### src/rtl/mux_pkg.sv
// Shared definitions for the mux_sel_arb select arbiter: state encoding,
// mux select values, watchdog counter width and the round-robin tie helper.
// Optional feature macro used by the arbiter: MUX_ARB_TIMEOUT_EN.
package mux_pkg;

    // State encoding; each grant state owns one bit so the grant outputs can
    // be taken straight from the state register.
    localparam logic [1:0] ST_IDLE = 2'b00;
    localparam logic [1:0] ST_GNT1 = 2'b01;
    localparam logic [1:0] ST_GNT2 = 2'b10;

    // Mux select values: x1 is selected by 0, x2 by 1.
    localparam logic SEL_X1 = 1'b0;
    localparam logic SEL_X2 = 1'b1;

    // Width of the grant-length watchdog counter.
    localparam int unsigned CNT_W = 8;

    // Encoding of the most recently served source.
    localparam logic LAST_SRC1 = 1'b0;
    localparam logic LAST_SRC2 = 1'b1;

    // On a tie the source that was not served last wins.
    function automatic logic [1:0] tie_winner(input logic last_src);
        logic [1:0] win;
        if (last_src == LAST_SRC2) begin
            win = ST_GNT1;
        end else begin
            win = ST_GNT2;
        end
        return win;
    endfunction

endpackage

### src/rtl/grant_timer.sv
// Grant-length watchdog for mux_sel_arb. Counts granted cycles, clears while
// no grant is held and flags the cycle in which the count reaches TIMEOUT.
// Only built when MUX_ARB_TIMEOUT_EN is defined.
`ifdef MUX_ARB_TIMEOUT_EN
module grant_timer
    import mux_pkg::*;
#(
    parameter int unsigned TIMEOUT = 15
) (
    input  logic clk,
    input  logic rst,
    input  logic active_i,
    output logic expire_o
);

    // The count after the entry edge is 0, so the grant has lasted TIMEOUT
    // cycles once the register holds TIMEOUT-1.
    localparam logic [CNT_W-1:0] TERM_CNT = CNT_W'(TIMEOUT - 1);
    localparam logic [CNT_W-1:0] CNT_ONE  = CNT_W'(1);
    localparam logic [CNT_W-1:0] CNT_ZERO = CNT_W'(0);

    logic [CNT_W-1:0] cnt_q;
    logic [CNT_W-1:0] cnt_d;

    // Next count: clear while idle so every grant starts from zero.
    always_comb begin
        cnt_d = cnt_q;
        if (active_i) begin
            cnt_d = cnt_q + CNT_ONE;
        end else begin
            cnt_d = CNT_ZERO;
        end
    end

    // Counter register.
    always_ff @(posedge clk or posedge rst) begin
        if (rst) begin
            cnt_q <= CNT_ZERO;
        end else begin
            cnt_q <= cnt_d;
        end
    end

    assign expire_o = active_i && (cnt_q == TERM_CNT);

endmodule
`endif

### src/rtl/mux_sel_arb.sv
// Two-requester round-robin arbiter driving the select of a downstream 2:1
// data mux. The select only moves on the IDLE->GNTn edge, so it never changes
// while a transfer is in flight, and a dead IDLE cycle follows every release.
// Optional feature: MUX_ARB_TIMEOUT_EN adds a watchdog that forces release of
// a grant held for TIMEOUT cycles and pulses timeout on that release.
module mux_sel_arb
    import mux_pkg::*;
#(
    parameter int unsigned TIMEOUT = 15
) (
    input  logic clk,
    input  logic rst,
    input  logic req1,
    input  logic req2,
    input  logic done,
    output logic gnt1,
    output logic gnt2,
    output logic s,
    output logic busy,
    output logic timeout
);

    // Reject an out-of-range watchdog length at elaboration.
    if ((TIMEOUT < 1) || (TIMEOUT > 255)) begin : g_bad_timeout
        $error("mux_sel_arb: TIMEOUT must be in 1..255");
    end

    logic [1:0] state_q;
    logic [1:0] state_d;
    logic       last_q;
    logic       last_d;
    logic       s_q;
    logic       s_d;
    logic       expire_s;
    logic       tout_d;

`ifdef MUX_ARB_TIMEOUT_EN
    logic       tout_q;

    grant_timer #(
        .TIMEOUT  (TIMEOUT)
    ) u_grant_timer (
        .clk      (clk),
        .rst      (rst),
        .active_i (busy),
        .expire_o (expire_s)
    );
`else
    assign expire_s = 1'b0;
`endif

    // Next-state logic: round-robin pick from IDLE, release on req low or
    // done (or watchdog expiry), recording the served source on release.
    always_comb begin
        state_d = state_q;
        last_d  = last_q;
        s_d     = s_q;
        tout_d  = 1'b0;
        case (state_q)
            ST_IDLE: begin
                if (req1 && req2) begin
                    state_d = tie_winner(last_q);
                    if (tie_winner(last_q) == ST_GNT1) begin
                        s_d = SEL_X1;
                    end else begin
                        s_d = SEL_X2;
                    end
                end else if (req1) begin
                    state_d = ST_GNT1;
                    s_d     = SEL_X1;
                end else if (req2) begin
                    state_d = ST_GNT2;
                    s_d     = SEL_X2;
                end else begin
                    state_d = ST_IDLE;
                end
            end
            ST_GNT1: begin
                if (!req1 || done) begin
                    state_d = ST_IDLE;
                    last_d  = LAST_SRC1;
                end else if (expire_s) begin
                    state_d = ST_IDLE;
                    last_d  = LAST_SRC1;
                    tout_d  = 1'b1;
                end else begin
                    state_d = ST_GNT1;
                end
            end
            ST_GNT2: begin
                if (!req2 || done) begin
                    state_d = ST_IDLE;
                    last_d  = LAST_SRC2;
                end else if (expire_s) begin
                    state_d = ST_IDLE;
                    last_d  = LAST_SRC2;
                    tout_d  = 1'b1;
                end else begin
                    state_d = ST_GNT2;
                end
            end
            default: begin
                state_d = ST_IDLE;
                s_d     = SEL_X1;
            end
        endcase
    end

    // Arbiter state, last-served source and mux select registers.
    always_ff @(posedge clk or posedge rst) begin
        if (rst) begin
            state_q <= ST_IDLE;
            last_q  <= LAST_SRC2;
            s_q     <= SEL_X1;
        end else begin
            state_q <= state_d;
            last_q  <= last_d;
            s_q     <= s_d;
        end
    end

`ifdef MUX_ARB_TIMEOUT_EN
    // Timeout pulse register; high for the single cycle after a forced release.
    always_ff @(posedge clk or posedge rst) begin
        if (rst) begin
            tout_q <= 1'b0;
        end else begin
            tout_q <= tout_d;
        end
    end

    assign timeout = tout_q;
`else
    assign timeout = 1'b0;
`endif

    // Grants come straight from state register bits, so busy is glitch-free.
    assign gnt1 = state_q[0];
    assign gnt2 = state_q[1];
    assign s    = s_q;
    assign busy = state_q[0] | state_q[1];

endmodule
### config.mk
export PLATFORM = sky130hd
export DESIGN_NAME = mux_sel_arb
export DESIGN_NICKNAME = d
export VERILOG_FILES = /design/src/rtl/mux_pkg.sv /design/src/rtl/grant_timer.sv /design/src/rtl/mux_sel_arb.sv
export SDC_FILE = /design/constraint.sdc
export NUM_CORES = 1
export LEC_CHECK = 0
export CORE_AREA = 3 3 40 42
export DETAILED_ROUTE_END_ITERATION = 10
export DIE_AREA = 0 0 43 45
export PLACE_DENSITY = 0.54
export SETUP_SLACK_MARGIN = 0.05
export SLEW_MARGIN = 20
export SYNTH_ARGS = -nofsm -noshare
export SYNTH_HDL_FRONTEND = slang
export SYNTH_HIERARCHICAL = 1
export SYNTH_SLANG_ARGS = --single-unit
### constraint.sdc
create_clock -name clk -period 1.4 [get_ports clk]
set_clock_uncertainty 0.1 [all_clocks]
set_input_delay 0.14 -clock clk [delete_from_list [all_inputs] [get_ports clk]]
set_output_delay 0.14 -clock clk [all_outputs]
set_load 0.05 [all_outputs]
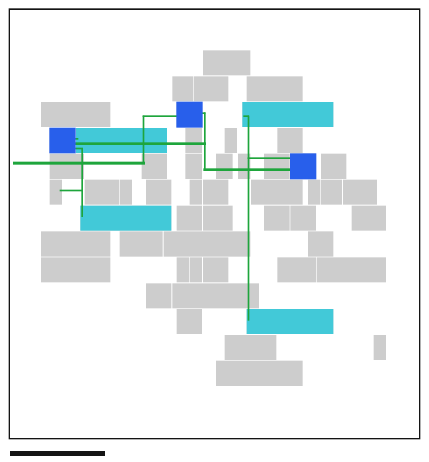
clk_routes.png
Bar = 10 um.
[flip-flops] cyan | count: 4
[clock drivers] blue | count: 3
[clock wires] green | length: 94.5 um
routed clock nets: 4
later-pin clock latency in the skew report: 0.24 ns
clk pwr: 164 uW

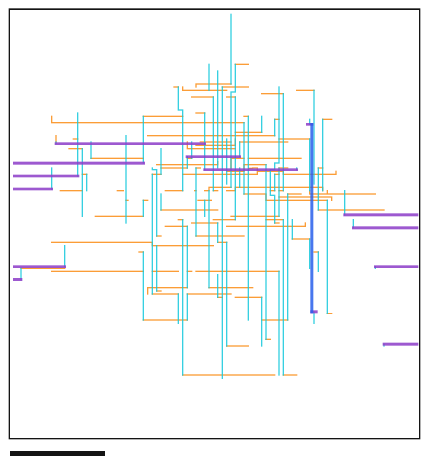
wires.png
Bar = 10 um.
| layer | colour | wire length |
|---|---|---|
| metal 4 | blue | 19.7 um |
| metal 3 | purple | 83.5 um |
| metal 1 | orange | 323 um |
| metal 2 | cyan | 434 um |

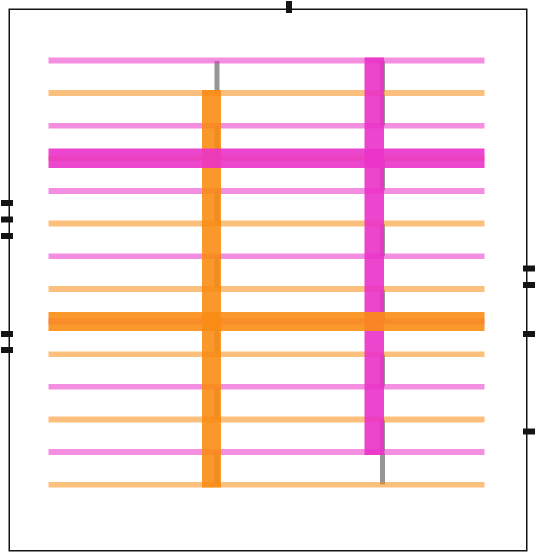
power_grid.png
Pins as bars on the die edge. Tap cells in grey.
| net | colour |
|---|---|
| VSS | orange |
| VDD | magenta |
met4 straps: 2
signal pins: 10
met1 rails: 14
die height: 45 um
Core Footprint: 1280 um2

==> results_slide.txt <==
Run Summary

Status
  • Status: complete, but fails checks
  • Failing checks: negative setup slack

Global routing
  • First-pass GRT wire length: about 1300 um
  • GRT Overall Usage: roughly a tenth

Worst setup path
  • Crit path from: state_q[0]$_DFF_PP0_
  • Worst EP required: between 1 and 1.5 ns
  • Worst r2r src: state_q[1]$_DFF_PP0_
  • Top delay family on crit path: buffers and inverters
  • CP max stage cell: dfrtp_2

Worst hold path
  • Worst Hold Endpoint: last_q$_DFFE_PP1P_

Floorplanning
  • Rows: 13

Pwr
  • NetSw: 593 uW
  • Worst vdd ir: 1250 uV
  • Sw Ratio: 41.4%
  • Clock network fraction of total power: 11.4%
  • P_seq: around 230 uW

Cells and area
  • Layout fillers: 116
  • Commonest Layout Cell: buf_4
  • Final nets: roughly 64
  • N_diodes: 0
  • Fin cells: 68

Timing
  • Finish-stage setup viols: 1
  • RSZ-0062 raised after global routing: true
  • Fin worst setup slack: -0.0286 ns
  • Final Hold Fails: 0

Flow run
  • Max-Cap Viols: 0

Drt
  • Routed met1 length: 322 um
  • Wire per inst: 12.6 um
  • Max Used Layer: met4
  • DR vias/cell: 4.41
  • Drt pass-1 iters: 4

CTS
  • # clock sinks: 4
  • Post-CTS Hold Buffers: 1
  • Post-CTS Setup Bufs: 4
  • Clock Path Buffers: 2

Synthesis
  • Async set-reset flop share out of synthesis: 100%
  • Area leader, netlist: dfrtp_1
  • Commonest flop: dfrtp_1
  • Number of cells in Yosys stat: 32
  • Area share, top type: 25.5%
  • Post-Syn Area: 294 um2
## state kept, by name (all words and copies together), names as in the netlist
signal	flops
last_q	1
s	1
state_q	2
## worst reg2reg max path, stage by stage (launching register included)
cell	delay [ns]
dfrtp_2	0.36
inv_2	0.06
ha_4	0.16
buf_4	0.13
a21oi_4	0.12
mux2_4	0.31
## how the worst max path moves through the flow
| stage | endpoint | slack, ns | depth (start not counted) |
|---|---|---|---|
| floorplan | s$_DFFE_PP0P_ | -0.15 | 4 |
| global placement | s$_DFFE_PP0P_ | 0.02 | 4 |
| detailed placement | s$_DFFE_PP0P_ | 0.01 | 4 |
| CTS | busy | -0.02 | 5 |
| global route | busy | -0.09 | 5 |
| finish | busy | -0.03 | 5 |
## routing by layer
layer,track usage [%],vias to the layer above
li1,-,145
met1,10.4,136
met2,13.8,17
met3,9.16,2
met4,2.41,0
met5,0,-
## per-stage QoR
stage                     hold WS (ns)  util [%]
final                            0.386      46.8
after global routing             0.403      46.8
after CTS                        0.388      43.4
after global placement           0.242      36.5
after detailed placement         0.240      36.5
after floorplan                 -0.195         -
## cell families (layout without fill, tap and decap cells)
logic type                 Yosys count  count (layout)  share of synthesized area, %
DFF                                  4               4                          34.5
muxes                                1               1                          3.83
other                                1               1                          1.28
buffers and inverters                6              27                          8.94
AOI/OAI and AO/OA                    7               7                          14.9
and+or+nand+nor                      8               8                          15.3
adders and majority gates            5               5                          21.3
## area by class of cell
cell class                 count  area (um2)  area share (%)
sequential                     4         104            17.3
multi-input combinational     22         229            38.0
timing repair buffer          18         201            33.5
clock buffer                   4        26.3            4.37
tap                           15        18.8            3.12
inverter                       5        22.5            3.74
## cell usage after synthesis, types with 2 or more instances
cell type / count
ha_1: 5
inv_1: 5
a21oi_1: 3
dfrtp_1: 3
nand2_1: 2
nor2b_1: 2
nor3b_1: 2
Power figures rest on the tool's default switching activity, not on a simulated workload.
